**Sequential cells grouped by signal name**

The bar under the picture is 20 um long. Other sequential cells in the stronger gray, the rest of the logic in the fainter gray.
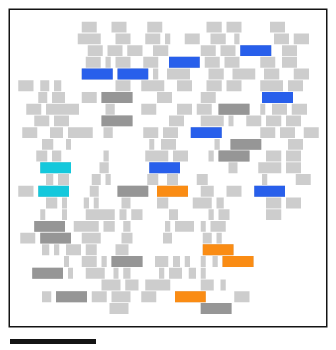
**Clock nets**

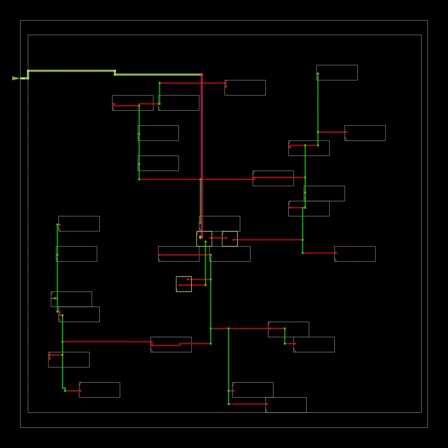
**Routed clock nets over the placement**

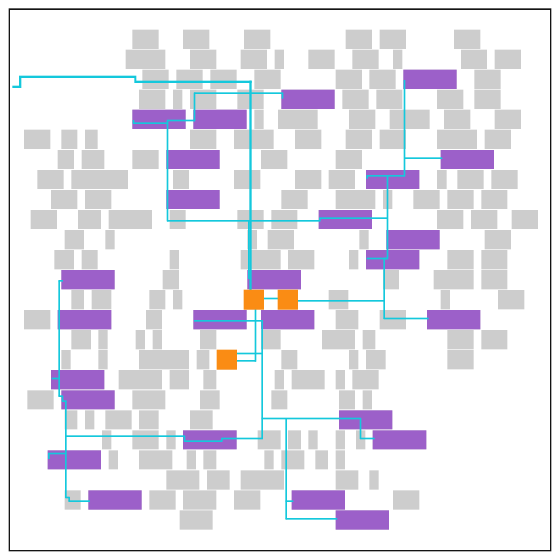
--- src/rtl/uart_tx_arbiter.sv ---
// Round-robin arbiter sharing one UART transmitter between NUM_REQ byte producers.
// Grants one requester, pulses tx_start, tracks tx_busy, then enforces an idle gap.
module uart_tx_arbiter #(
  parameter int unsigned NUM_REQ      = 4,
  parameter int unsigned SRC_W        = 2,
  parameter int unsigned GAP_CYCLES   = 2,
  parameter int unsigned BUSY_TIMEOUT = 15
) (
  input  logic                 clk,
  input  logic                 rst,
  input  logic [NUM_REQ-1:0]   req,
  input  logic [NUM_REQ*8-1:0] req_data,
  output logic [NUM_REQ-1:0]   ack,
  output logic                 tx_start,
  output logic [7:0]           tx_data,
  input  logic                 tx_busy,
  output logic [SRC_W-1:0]     tx_src,
  output logic                 frame_done,
  output logic                 launch_err,
  output logic                 active
);

  localparam logic [1:0] StIdle     = 2'd0;
  localparam logic [1:0] StWaitBusy = 2'd1;
  localparam logic [1:0] StWaitDone = 2'd2;
  localparam logic [1:0] StGap      = 2'd3;

  localparam int unsigned CntMax = (BUSY_TIMEOUT > GAP_CYCLES) ? BUSY_TIMEOUT : GAP_CYCLES;
  localparam int unsigned CntW   = $clog2(CntMax + 1);
  // Timeout fires on the edge that ends cycle BUSY_TIMEOUT-1 after tx_start.
  localparam logic [CntW-1:0] BusyLimit = CntW'(BUSY_TIMEOUT - 1);
  localparam logic [CntW-1:0] GapLimit  = CntW'(GAP_CYCLES);

  logic [1:0]         state_q, state_d;
  logic [NUM_REQ-1:0] ack_q, ack_d;
  logic               tx_start_q, tx_start_d;
  logic               frame_done_q, frame_done_d;
  logic               launch_err_q, launch_err_d;
  logic               active_q, active_d;
  logic [7:0]         tx_data_q, tx_data_d;
  logic [SRC_W-1:0]   tx_src_q, tx_src_d;
  logic [SRC_W-1:0]   last_q, last_d;
  logic [CntW-1:0]    cnt_q, cnt_d;

  logic               found;
  logic [SRC_W-1:0]   win;
  logic [SRC_W-1:0]   cand;
  logic [7:0]         req_byte [NUM_REQ];

  always_comb begin
    for (int i = 0; i < NUM_REQ; i++) begin
      req_byte[i] = req_data[8*i +: 8];
    end
  end

  // Search upward from last+1, wrapping, so the last winner is considered last.
  always_comb begin
    found = 1'b0;
    win   = '0;
    cand  = '0;
    for (int unsigned k = 1; k <= NUM_REQ; k++) begin
      cand = SRC_W'((32'(last_q) + k) % NUM_REQ);
      if (!found && req[cand]) begin
        found = 1'b1;
        win   = cand;
      end
    end
  end

  always_comb begin
    state_d      = state_q;
    ack_d        = '0;
    tx_start_d   = 1'b0;
    frame_done_d = 1'b0;
    launch_err_d = 1'b0;
    active_d     = active_q;
    tx_data_d    = tx_data_q;
    tx_src_d     = tx_src_q;
    last_d       = last_q;
    cnt_d        = cnt_q;
    case (state_q)
      StIdle: begin
        if (found && !tx_busy) begin
          tx_data_d  = req_byte[win];
          tx_src_d   = win;
          ack_d[win] = 1'b1;
          tx_start_d = 1'b1;
          active_d   = 1'b1;
          last_d     = win;
          cnt_d      = '0;
          state_d    = StWaitBusy;
        end
      end
      StWaitBusy: begin
        if (tx_busy) begin
          cnt_d   = '0;
          state_d = StWaitDone;
        end else if (cnt_q == BusyLimit) begin
          launch_err_d = 1'b1;
          cnt_d        = '0;
          state_d      = StGap;
        end else begin
          cnt_d = cnt_q + CntW'(1);
        end
      end
      StWaitDone: begin
        if (!tx_busy) begin
          frame_done_d = 1'b1;
          cnt_d        = '0;
          state_d      = StGap;
        end
      end
      StGap: begin
        if (cnt_q == GapLimit) begin
          active_d = 1'b0;
          state_d  = StIdle;
        end else begin
          cnt_d = cnt_q + CntW'(1);
        end
      end
      default: state_d = StIdle;
    endcase
  end

  always_ff @(posedge clk) begin
    if (!rst) begin
      state_q      <= StIdle;
      ack_q        <= '0;
      tx_start_q   <= 1'b0;
      frame_done_q <= 1'b0;
      launch_err_q <= 1'b0;
      active_q     <= 1'b0;
      tx_data_q    <= 8'h00;
      tx_src_q     <= '0;
      last_q       <= SRC_W'(NUM_REQ - 1);
      cnt_q        <= '0;
    end else begin
      state_q      <= state_d;
      ack_q        <= ack_d;
      tx_start_q   <= tx_start_d;
      frame_done_q <= frame_done_d;
      launch_err_q <= launch_err_d;
      active_q     <= active_d;
      tx_data_q    <= tx_data_d;
      tx_src_q     <= tx_src_d;
      last_q       <= last_d;
      cnt_q        <= cnt_d;
    end
  end

  assign ack        = ack_q;
  assign tx_start   = tx_start_q;
  assign tx_data    = tx_data_q;
  assign tx_src     = tx_src_q;
  assign frame_done = frame_done_q;
  assign launch_err = launch_err_q;
  assign active     = active_q;

endmodule
--- config.mk ---
export PLATFORM = sky130hd
export DESIGN_NAME = uart_tx_arbiter
export DESIGN_NICKNAME = d
export VERILOG_FILES = /design/src/rtl/uart_tx_arbiter.sv
export SDC_FILE = /design/constraint.sdc
export NUM_CORES = 1
export LEC_CHECK = 0
export CELL_PAD_IN_SITES_DETAIL_PLACEMENT = 1
export CELL_PAD_IN_SITES_GLOBAL_PLACEMENT = 2
export CORE_UTILIZATION = 28
export CTS_BUF_LIST = sky130_fd_sc_hd__clkbuf_4
export DETAILED_ROUTE_END_ITERATION = 6
export PLACE_DENSITY_LB_ADDON = 0.3
export SKIP_CTS_REPAIR_TIMING = 1
export SLEW_MARGIN = 25
export SYNTH_ARGS = -nofsm -noshare
export SYNTH_HDL_FRONTEND = slang
export SYNTH_SLANG_ARGS = --single-unit
--- constraint.sdc ---
create_clock -name clk -period 3.5 [get_ports clk]
set_input_delay 0.7 -clock clk [delete_from_list [all_inputs] [get_ports clk]]
set_output_delay 0.7 -clock clk [all_outputs]
set_load 0.01 [all_outputs]
==> results_dict.tcl <==
# metrics dict for downstream scripts
set metrics [dict create \
    status "finished clean" \
    cp.depth 6 \
    io_pins 57 \
    wl_met2_mm 2.10 \
    ys_area_mm2 0.00143 \
    viasPerCell 4.75 \
    reg2regPathDepth 6 \
    synth_flops 26 \
    fill_cells 574 \
    rsz0062_at_grt "no" \
    powerDensity_mw_per_mm2 521 \
    cp_cell_sequence "clkdlybuf4s50_1, nand2b_1, a21boi_0, o21bai_1, or2_1, o221ai_2" \
    grt_use_met1_pct 17.1 \
    path_clk_slew_ns 0.14 \
    grtUsageTotal_pct 15.1 \
    top_layer "met4" \
    hp-start "tx_data[7]" \
    fp_util_pct 29.6 \
    combPwrFrac_pct 50.9 \
    fin_crit_ns 2.41 \
    path_class "input port to flip-flop" \
    worstPathMaxFanout 10 \
    setup-tns-final_ns 0 \
    num_vias 1259 \
    met2_usage_pct 29.1 \
    topCellsByArea "dfxtp_1, mux2i_1, o221ai_2" \
    min_to "tx_data[7]" \
    path_buffers 1 \
    hold_viol_final 0 \
    drive_above_1_share_pct 11.1 \
    whs_ns 0.488 \
    setup_slack_ns 1.09 \
    finalClockPeriodUsage_pct 68.9 \
    p_total_mw 1.08 \
    core_mm2 0.00482 \
    timing.rr.end "tx_data[4]" \
    layout_top_cell "clkdlybuf4s50_1" \
    grt_max_degree 20 \
    crit_required_ns 3.70 \
    p_int_uw 682 \
    grt_most_used_layer "met2" \
    stdcell_area_mm2 0.00208 \
    cts_tree "built" \
    ant_nets 0 \
    hp-class "flip-flop to flip-flop" \
    warning_count 31 \
    seqPwrFrac_pct 37.5 \
    maxSlewViolCount 0 \
    yosysCellCount 143 \
    fmax_mhz 415 \
    ir_drop_mv 0.227 \
    htreeDepth 1 \
    placed_cell_area_mm2 0.00205 \
    drv_cap 0 \
    cts_buffers 3 \
    dp_slack_ns 0.675 \
    grt_pass1_wl_mm 6.27 \
    instances_no_fill 265 \
    power_switching_uw 400 \
    critical_path.startpoint "req[2]" \
    dieArea_mm2 0.00538 \
    area_delta_synth_final_pct 45.7 \
    met1_length_mm 1.59 \
    final_layout_top_logic_cells "clkdlybuf4s50_1, dfxtp_1, mux2i_1" \
    root_buffer "clkbuf_4" \
    drc_errors 0 \
    setup_viol 0 \
    cp_top_family "simple AND/OR/NAND/NOR gates" \
    tightest_slew_ns 0.764 \
    drt_iter0_drc 40 \
    final_nets 246 \
    crit_end "tx_data[4]" \
    arrival_ns 2.61 \
    fp.dieW_um 73.3 \
    cts_buffer_depth 2 \
    met3RoutedLength_um 179 \
    grt-ovfl-total 0 \
    drt-total-wl_mm 3.90 \
    wl_per_cell_um 14.7 \
    worstSetupEndpointType "flip-flop" \
    reg2reg_setup_slack_ns 1.56 \
    slew_headroom_pct 48.9 \
    gp_congestion 0.693 \
    ys_warn_count 0 \
    cpPeakStageDelay_ns 0.54 \
    synth_top_area_share_pct 36.5 \
    post-dp-hpwl_mm 3.12 \
    ys_types 43 \
    p_leak_nw 0.837 \
    cp_slowest_cell "or2_1" \
    syn_area_per_cell_um2 9.97 \
    startpoint_type "input port" \
    switching_share_pct 37.0 \
    antennaDiodeCount 0 \
    dpl.cell_count 262 \
    reg2reg_from "state_q[0]" \
    syn_area_mm2 0.00143 \
    syn-num-nets 189 \
    synth_area_leader_cell "dfxtp_1" \
    dieHeight_um 73.3 \
    ys_seq_share_pct 36.5 \
    synthCells 143 \
    first_global_vias 1356 \
    antenna_found_initial 0 \
    hold_path_depth 2 \
    port_buffers 56 \
    dr.pass1.iters 2 \
    gr-usage-met3_pct 2.61 \
    placementRows 25 \
]
Notes on 'sequential cells grouped by signal name' above:
| color | name in the netlist | sequential cells |
|---|---|---|
| orange | `cnt_q` | 4 |
| cyan | `last_q` | 2 |
| blue | `tx_data` | 8 |
not colored: 12
Seq area share: 25.1%
P_seq: 406 uW
fin util: 43.1%
sequential cell area: 520 um2

Notes on 'clock nets' above:
Fin Clk Skew: 0.00519 ns
CTS sink count: 26

Notes on 'routed clock nets over the placement' above:
[purple] flip-flops | count: 26
[cyan] clock wires | length: 355 um
[orange] cells driving clock nets | count: 3
routed clock nets: 4
clk_lat worst skew: 0.31 ns
Clk network pwr share: 11.6%
Clk power: 126 uW

-- power groups by stage --
stage	Sequential (mW)	Clock, mW	Combinational [mW]
finish	0.406	0.126	0.551
global route	0.414	0.150	0.611
CTS	0.407	0.138	0.562
detailed placement	0.413	0	0.560
global placement	0.408	0	0.534
floorplan	0.424	0	0.337
-- kinds of logic after synthesis --
| kind of cell | after synthesis | share of synthesized area [%] |
|---|---|---|
| flops | 26 | 36.5 |
| compound gates | 31 | 20.8 |
| simple gates | 49 | 19.1 |
| mux | 18 | 12.6 |
| fa+ha+maj | 7 | 6.15 |
| buf+inv | 10 | 3.51 |
| xor+xnor | 2 | 1.23 |
-- worst reg2reg max path, delay by kind of cell (launching register included) --
kind | cells | cell delay, ns
adders and majority gates | 1 | 0.25
AOI/OAI and AO/OA | 1 | 0.26
DFF | 1 | 0.36
and+or+nand+nor | 3 | 0.87
buffers and inverters | 1 | 0.15
-- synth_stat cells, drive strengths merged --
cell type	n
nor2b	3
a21o	1
a211o	1
ha	7
nor4	1
xnor2	1
or3	1
a21boi	4
and2b	1
o41ai	1
a21oi	3
and3b	2
and2	1
inv	5
o22ai	1
nand4	1
xor2	1
and3	1
dfxtp	26
nor3b	1
o21ai	8
nand3	2
nand2	18
o21a	1
nor2	12
nand2b	2
mux2i	18
or2	2
o21bai	2
o221ai	8
o211ai	1
buf	4
or4b	1
clkbuf	1
-- layout make-up --
type	count	area, um2	area share, %
inverters	5	18.8	0.904
repair buffers	57	568	27.4
clock buffers	3	22.5	1.08
multi-input cells	107	862	41.5
well taps	67	83.8	4.04
flip-flops and latches	26	520	25.1
-- flip-flops by register name (all words and copies together), names as in the netlist --
register and flops:
state_q 2, launch_err 1, frame_done 1, ack 4
cnt_q 4, tx_start 1, tx_data 8, last_q 2
active 1, tx_src 2
Power is estimated from default activity; no workload was simulated.
